<file path="config.mk">
export PLATFORM = sky130hd
export DESIGN_NAME = csr_intr_unit_flat
export DESIGN_NICKNAME = d
export VERILOG_FILES = /design/src/rtl/csr_intr_unit_if.sv /design/src/rtl/csr_intr_unit.sv /design/src/flat_wrapper.sv
export SDC_FILE = /design/constraint.sdc
export NUM_CORES = 1
export LEC_CHECK = 0
export CAP_MARGIN = 20
export CORE_UTILIZATION = 45
export CTS_BUF_LIST = sky130_fd_sc_hd__clkbuf_2
export DETAILED_ROUTE_END_ITERATION = 7
export PLACE_DENSITY = 0.83
export SLEW_MARGIN = 25
export SYNTH_ARGS = -nofsm -noshare
export SYNTH_HDL_FRONTEND = slang
export SYNTH_SLANG_ARGS = --single-unit
</file>
<file path="constraint.sdc">
create_clock -name CLK -period 2.75 [get_ports CLK]
set_clock_uncertainty 0.2 [all_clocks]
set_input_delay 0.55 -clock CLK [delete_from_list [all_inputs] [get_ports CLK]]
set_output_delay 0.55 -clock CLK [all_outputs]
set_load 0.1 [all_outputs]
</file>
<file path="src/rtl/csr_intr_unit_if.sv">
// CSR access and interrupt signalling between the control-unit FSM (master)
// and the machine-mode CSR / interrupt unit (slave).
interface csr_intr_unit_if;
  logic        INTR_EXT;
  logic        CSR_WR;
  logic        INT_TAKEN;
  logic        MRET_EXEC;
  logic [11:0] CSR_ADDR;
  logic [31:0] CSR_WD;
  logic [31:0] PC;
  logic [31:0] CSR_RD;
  logic [31:0] MTVEC_OUT;
  logic [31:0] MEPC_OUT;
  logic        CSR_MIE;
  logic        INTR;

  modport master (
    output INTR_EXT, CSR_WR, INT_TAKEN, MRET_EXEC, CSR_ADDR, CSR_WD, PC,
    input  CSR_RD, MTVEC_OUT, MEPC_OUT, CSR_MIE, INTR
  );

  modport slave (
    input  INTR_EXT, CSR_WR, INT_TAKEN, MRET_EXEC, CSR_ADDR, CSR_WD, PC,
    output CSR_RD, MTVEC_OUT, MEPC_OUT, CSR_MIE, INTR
  );
endinterface

</file>
<file path="src/rtl/csr_intr_unit.sv">
// Machine-mode CSR file (mstatus, mtvec, mepc, mcause, mip) and external
// interrupt synchroniser / pending latch for the multicycle RV32 core.
module csr_intr_unit #(
  parameter int          SYNC_STAGES = 2,
  parameter logic [31:0] MCAUSE_EXT  = 32'h8000000B
) (
  input logic            CLK,
  input logic            RST,
  csr_intr_unit_if.slave bus
);

  localparam logic [11:0] ADDR_MSTATUS = 12'h300;
  localparam logic [11:0] ADDR_MTVEC   = 12'h305;
  localparam logic [11:0] ADDR_MEPC    = 12'h341;
  localparam logic [11:0] ADDR_MCAUSE  = 12'h342;
  localparam logic [11:0] ADDR_MIP     = 12'h344;

  logic [SYNC_STAGES-1:0] sync_r;
  logic [SYNC_STAGES-1:0] fill_r;   // ones shift in behind reset: marks real samples
  logic                   hist_r;
  logic                   armed_r;  // a real low sample has been seen since reset
  logic                   pending_r;
  logic                   mie_r;
  logic                   mpie_r;
  logic [31:0]            mtvec_r;
  logic [31:0]            mepc_r;
  logic [31:0]            mcause_r;
  logic                   sync_out_s;
  logic                   rise_s;
  logic [31:0]            rd_s;

  assign sync_out_s = sync_r[SYNC_STAGES-1];
  // Only rising edges seen after a genuine low sample count, so a line that
  // stays high across reset cannot produce a spurious edge.
  assign rise_s     = sync_out_s & ~hist_r & armed_r;

  // Synchronise the external line, keep one history flop, and arm edge detect
  always_ff @(posedge CLK) begin
    if (RST) begin
      sync_r  <= '0;
      fill_r  <= '0;
      hist_r  <= 1'b0;
      armed_r <= 1'b0;
    end else begin
      sync_r  <= {sync_r[SYNC_STAGES-2:0], bus.INTR_EXT};
      fill_r  <= {fill_r[SYNC_STAGES-2:0], 1'b1};
      hist_r  <= sync_out_s;
      armed_r <= armed_r | (fill_r[SYNC_STAGES-1] & ~sync_out_s);
    end
  end

  // Pending latch: a new edge sets it (winning over entry), entry clears it
  always_ff @(posedge CLK) begin
    if (RST) begin
      pending_r <= 1'b0;
    end else if (rise_s) begin
      pending_r <= 1'b1;
    end else if (bus.INT_TAKEN) begin
      pending_r <= 1'b0;
    end else begin
      pending_r <= pending_r;
    end
  end

  // CSR state: mtvec writes are independent; entry > MRET > write for the rest
  always_ff @(posedge CLK) begin
    if (RST) begin
      mie_r    <= 1'b0;
      mpie_r   <= 1'b0;
      mtvec_r  <= 32'h0;
      mepc_r   <= 32'h0;
      mcause_r <= 32'h0;
    end else begin
      if (bus.CSR_WR && (bus.CSR_ADDR == ADDR_MTVEC)) begin
        mtvec_r <= bus.CSR_WD & 32'hFFFF_FFFC;
      end
      if (bus.INT_TAKEN) begin
        mepc_r   <= bus.PC & 32'hFFFF_FFFC;
        mcause_r <= MCAUSE_EXT;
        mpie_r   <= mie_r;
        mie_r    <= 1'b0;
      end else if (bus.MRET_EXEC) begin
        mie_r  <= mpie_r;
        mpie_r <= 1'b1;
      end else if (bus.CSR_WR) begin
        case (bus.CSR_ADDR)
          ADDR_MSTATUS: begin
            mie_r  <= bus.CSR_WD[3];
            mpie_r <= bus.CSR_WD[7];
          end
          ADDR_MEPC:   mepc_r   <= bus.CSR_WD & 32'hFFFF_FFFC;
          ADDR_MCAUSE: mcause_r <= bus.CSR_WD;
          default:     ;
        endcase
      end
    end
  end

  // Combinational read mux showing pre-write register state
  always_comb begin
    rd_s = 32'h0;
    case (bus.CSR_ADDR)
      ADDR_MSTATUS: rd_s = {24'h0, mpie_r, 3'b000, mie_r, 3'b000};
      ADDR_MTVEC:   rd_s = mtvec_r;
      ADDR_MEPC:    rd_s = mepc_r;
      ADDR_MCAUSE:  rd_s = mcause_r;
      ADDR_MIP:     rd_s = {20'h0, pending_r, 11'h0};
      default:      rd_s = 32'h0;
    endcase
  end

  assign bus.CSR_RD    = rd_s;
  assign bus.MTVEC_OUT = mtvec_r;
  assign bus.MEPC_OUT  = mepc_r;
  assign bus.CSR_MIE   = mie_r;
  assign bus.INTR      = pending_r & mie_r;

endmodule
</file>
<file path="src/flat_wrapper.sv">
// flat-port wrapper written by rule: the top's interface ports become plain ports
module csr_intr_unit_flat 
#(
  parameter int          SYNC_STAGES = 2,
  parameter logic [31:0] MCAUSE_EXT  = 32'h8000000B
)
  (CLK, RST, bus_INTR_EXT, bus_CSR_WR, bus_INT_TAKEN, bus_MRET_EXEC, bus_CSR_ADDR, bus_CSR_WD, bus_PC, bus_CSR_RD, bus_MTVEC_OUT, bus_MEPC_OUT, bus_CSR_MIE, bus_INTR);
  csr_intr_unit_if bus_i ();
  input logic CLK;
  input logic RST;
  input wire logic [$bits(bus_i.INTR_EXT)-1:0] bus_INTR_EXT;
  input wire logic [$bits(bus_i.CSR_WR)-1:0] bus_CSR_WR;
  input wire logic [$bits(bus_i.INT_TAKEN)-1:0] bus_INT_TAKEN;
  input wire logic [$bits(bus_i.MRET_EXEC)-1:0] bus_MRET_EXEC;
  input wire logic [$bits(bus_i.CSR_ADDR)-1:0] bus_CSR_ADDR;
  input wire logic [$bits(bus_i.CSR_WD)-1:0] bus_CSR_WD;
  input wire logic [$bits(bus_i.PC)-1:0] bus_PC;
  output wire logic [$bits(bus_i.CSR_RD)-1:0] bus_CSR_RD;
  output wire logic [$bits(bus_i.MTVEC_OUT)-1:0] bus_MTVEC_OUT;
  output wire logic [$bits(bus_i.MEPC_OUT)-1:0] bus_MEPC_OUT;
  output wire logic [$bits(bus_i.CSR_MIE)-1:0] bus_CSR_MIE;
  output wire logic [$bits(bus_i.INTR)-1:0] bus_INTR;
  assign bus_i.INTR_EXT = bus_INTR_EXT;
  assign bus_i.CSR_WR = bus_CSR_WR;
  assign bus_i.INT_TAKEN = bus_INT_TAKEN;
  assign bus_i.MRET_EXEC = bus_MRET_EXEC;
  assign bus_i.CSR_ADDR = bus_CSR_ADDR;
  assign bus_i.CSR_WD = bus_CSR_WD;
  assign bus_i.PC = bus_PC;
  assign bus_CSR_RD = bus_i.CSR_RD;
  assign bus_MTVEC_OUT = bus_i.MTVEC_OUT;
  assign bus_MEPC_OUT = bus_i.MEPC_OUT;
  assign bus_CSR_MIE = bus_i.CSR_MIE;
  assign bus_INTR = bus_i.INTR;
  csr_intr_unit #(.SYNC_STAGES(SYNC_STAGES), .MCAUSE_EXT(MCAUSE_EXT)) u_core (.CLK(CLK), .RST(RST), .bus(bus_i));
endmodule
</file>
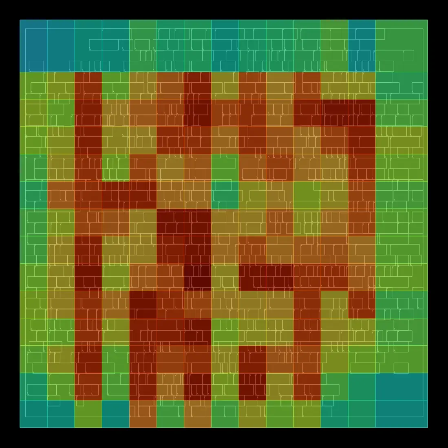
final_congestion.png
Tot GR Track Use: 31.8%
final cell utilization of the core: 75.1%
layer carrying the most global-route usage: met2
GRT met3 Usage: 7.32%

==> out/qor.csv <==
metric,value,unit
status,"complete, but fails checks",
violations in the final reports,negative setup slack,
largest stage delay on the critical path,0.32,ns
length of the first detailed-routing pass in iterations,4,
Leakage,2.85,nW
critical path peak fanout,7,
f_max,344,MHz
combinational family with the most area after synthesis,simple AND/OR/NAND/NOR gates,
total number of warnings across the stage logs,31,
post-layout minimum cycle time,2.91,ns
Vert. Die Dim,103,um
clk latency late pin,0.56,ns
register area share after synthesis,44.2,%
r2r worst-path depth,2,
Worst Hold Class,flip-flop to flip-flop,
First DRT Iteration DRCs,316,
Post-layout nets,847,
cell types occupying the most area after synthesis,"sky130_fd_sc_hd__dfxtp_1, sky130_fd_sc_hd__nand2_1, sky130_fd_sc_hd__a21oi_1",
Setup Crit Path Kind,primary input to primary output,
Yosys warning total,0,
post-layout instance area,0.00737,mm2
largest net degree at the start of global routing,37,
final non-filler cell total,903,
Total Routed Length,16800,um
initial antenna violation count,0,
adder and majority cell fraction of the synthesized area,0,%
half-perimeter wire length after placement,11500,um
Ports,180,
port buffer count,173,
unique cell type count in the Yosys netlist,39,
Worst Hold Path Cells,1,
global-route wire length before repair,25400,um
max-cap violations,0,
total placed cells including tap cells,877,
Worst Hold Slack,0.259,ns
TritonCTS Sinks,101,
Die X-Extent,103,um
Min-Delay Startpoint,u_core.fill_r[0]$_DFF_P_,
mean area per synthesized cell,7.91,um2
via count of the first global-routing pass,5199,
library cell occupying the most area in the post-synthesis netlist,sky130_fd_sc_hd__dfxtp_1,
category of the worst setup path capture point,primary output,
Area Overhead vs Synth,61.1,%
cell resize tally after clock tree synthesis,54,
Pwr per Cell Area,387,mW/mm2
"Worst Setup Slack, final",-0.156,ns
chip area from the yosys synthesis statistics,0.00457,mm2
setup TNS,-3.36,ns
ao+oa area frac,20.4,%
TritonCTS clock tree,built,
Critical Path Start,bus_CSR_ADDR[4],
average detailed-routed wire length per instance,18.6,um
via count,5208,
origin of the critical flop-to-flop path,u_core.bus.CSR_MIE$_SDFFE_PP0P_,
maximum count of clock buffers along a single path,2,
yosys stat cell total,578,
effective utilization at floorplan,46.6,%
"EDFF count, synth",0,
area fraction in mux cells,0.465,%
overall power,2.85,mW
number of cell rows,36,
VDD IR max,319,uV
overall overflow remaining after global route,0,
vias per inst,5.77,
setup-violating endpoint count in the final report,31,
Placed Area,0.00706,mm2
cell chain of the critical path,buf_6 > nor4_4 > buf_4 > nand3_4 > buf_6 > nor2b_4 > buf_12 > buf_12 > a221o_4 > buf_12,
post-synthesis cell area,0.00457,mm2
hold buffer count at CTS,1,
simple-gate area share of the yosys netlist,28.1,%
area of the core region,0.00982,mm2
final tally of hold violations,0,
arrival time worst endpoint,2.16,ns
buffer count from post-CTS setup fixing,10,
Clock Tree Root,sky130_fd_sc_hd__clkbuf_2,
Die Size,0.0106,mm2
last weighted congestion value of the routability-driven placer,0.830,
post-synthesis instance total,578,
most frequent cell on the critical path,sky130_fd_sc_hd__buf_12,
worst setup timing slack at the placement stage,-0.421,ns
fraction of final layout cells sized beyond drive strength 1,27.8,%
"flops & latches, synth",101,
Worst EP required,2.00,ns
fraction of synthesis flops using an asynchronous set or reset pin,0,%
capturing point of the worst reg2reg path,u_core.bus.CSR_MIE$_SDFFE_PP0P_,
Dominant Register Cell,sky130_fd_sc_hd__dfxtp_1,
number of buffers inserted during clock tree synthesis,9,
Final Slew Violations,0,
Final ANT Viol Nets,0,
leading cell type by number of instances after synthesis,sky130_fd_sc_hd__nand2_1,
critical path capture point,bus_CSR_RD[26],
number of antenna cells inserted,0,
highest-delay cell along the critical path,sky130_fd_sc_hd__nor4_4,
r2r setup slk,1.62,ns
yosys xor share,0,%
maximum level of the CTS H-tree,3,
share of the synthesized area in the top cell type,44.2,%
RSZ-0062 raised after global routing,true,
leading post-synthesis cells by instance count,"sky130_fd_sc_hd__nand2_1, sky130_fd_sc_hd__dfxtp_1, sky130_fd_sc_hd__a21oi_1, sky130_fd_sc_hd__nor2_1",
clock input transition at the sequential cells of the worst setup and hold paths,0.27,ns
portion of the clock cycle consumed by the worst path in the final layout,106,%
hold endpoint,u_core.fill_r[1]$_SDFF_PP0_,
DRC violation count after routing,0,
Worst Setup Start Kind,primary input,
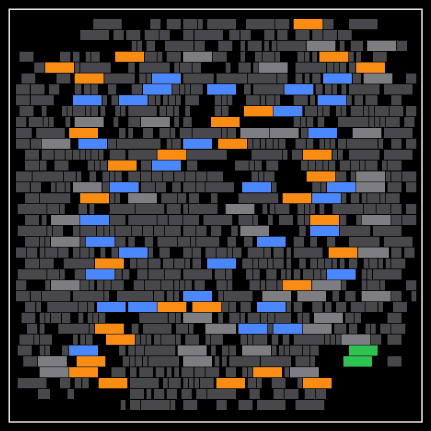
registers.png
Drawn at 4 px/um. Other sequential cells in the stronger grey, the rest of the logic in the fainter grey.
`u_core.sync_r`: marked green, sequential cells 2. `u_core.mcause_r`: marked blue, sequential cells 32. `u_core.bus.MTVEC_OUT`: marked orange, sequential cells 30.
Another 37 sequential cells are not coloured.
fraction of area in registers: 27.5%
Seq power: 1.55 mW
Register Area: 0.00202 mm2

==> placed cells by master, fill, tap and decap left out, drive strengths merged, types with 27 or more instances in the layout <==
master and n:
nor2 35, a21oi 61, nand3 31, buf 154, clkdlybuf4s50 66, dfxtp 101, a221o 27, nand2 160
and2 28, a311oi 30
==> critical path: cells and delay by family <==
| kind | cells | cell delay, ns |
|---|---|---|
| AOI/OAI and AO/OA | 1 | 0.18 |
| and+or+nand+nor | 3 | 0.54 |
| buffers and inverters | 6 | 0.86 |
==> report_power, final <==
group,switching [mW],internal (mW),total (mW),leakage [nW]
combinational,0.393,0.190,0.584,1.96
sequential,0.0358,1.51,1.55,0.825
clock,0.502,0.217,0.719,0.0644
==> cell type report <==
cell class | count | area [um2]
multi-input cells | 418 | 2590
fillers | 706 | 2450
repair buffers | 228 | 2440
flip-flops and latches | 101 | 2020
well taps | 133 | 166
clock inverters | 5 | 61.3
clock buffers | 11 | 55.1
inverters | 7 | 26.3
==> registers in the layout, indices dropped and copies added (netlist names) <==
| signal | cells |
|---|---|
| u_core.armed_r | 1 |
| u_core.bus.CSR_MIE | 1 |
| u_core.bus.MEPC_OUT | 30 |
| u_core.bus.MTVEC_OUT | 30 |
| u_core.fill_r | 2 |
| u_core.hist_r | 1 |
| u_core.mcause_r | 32 |
| u_core.mpie_r | 1 |
| u_core.pending_r | 1 |
| u_core.sync_r | 2 |
==> metal layers <==
layer / global-route usage (%) / wire length (um) / vias to the layer above
met1: 36.6 / 6370 / 2484
met4: 16.1 / 442 / 0
li1: - / - / 2383
met5: 0 / 0 / -
met3: 7.32 / 1520 / 42
met2: 55.2 / 8420 / 299
Power and IR drop assume default switching activity.
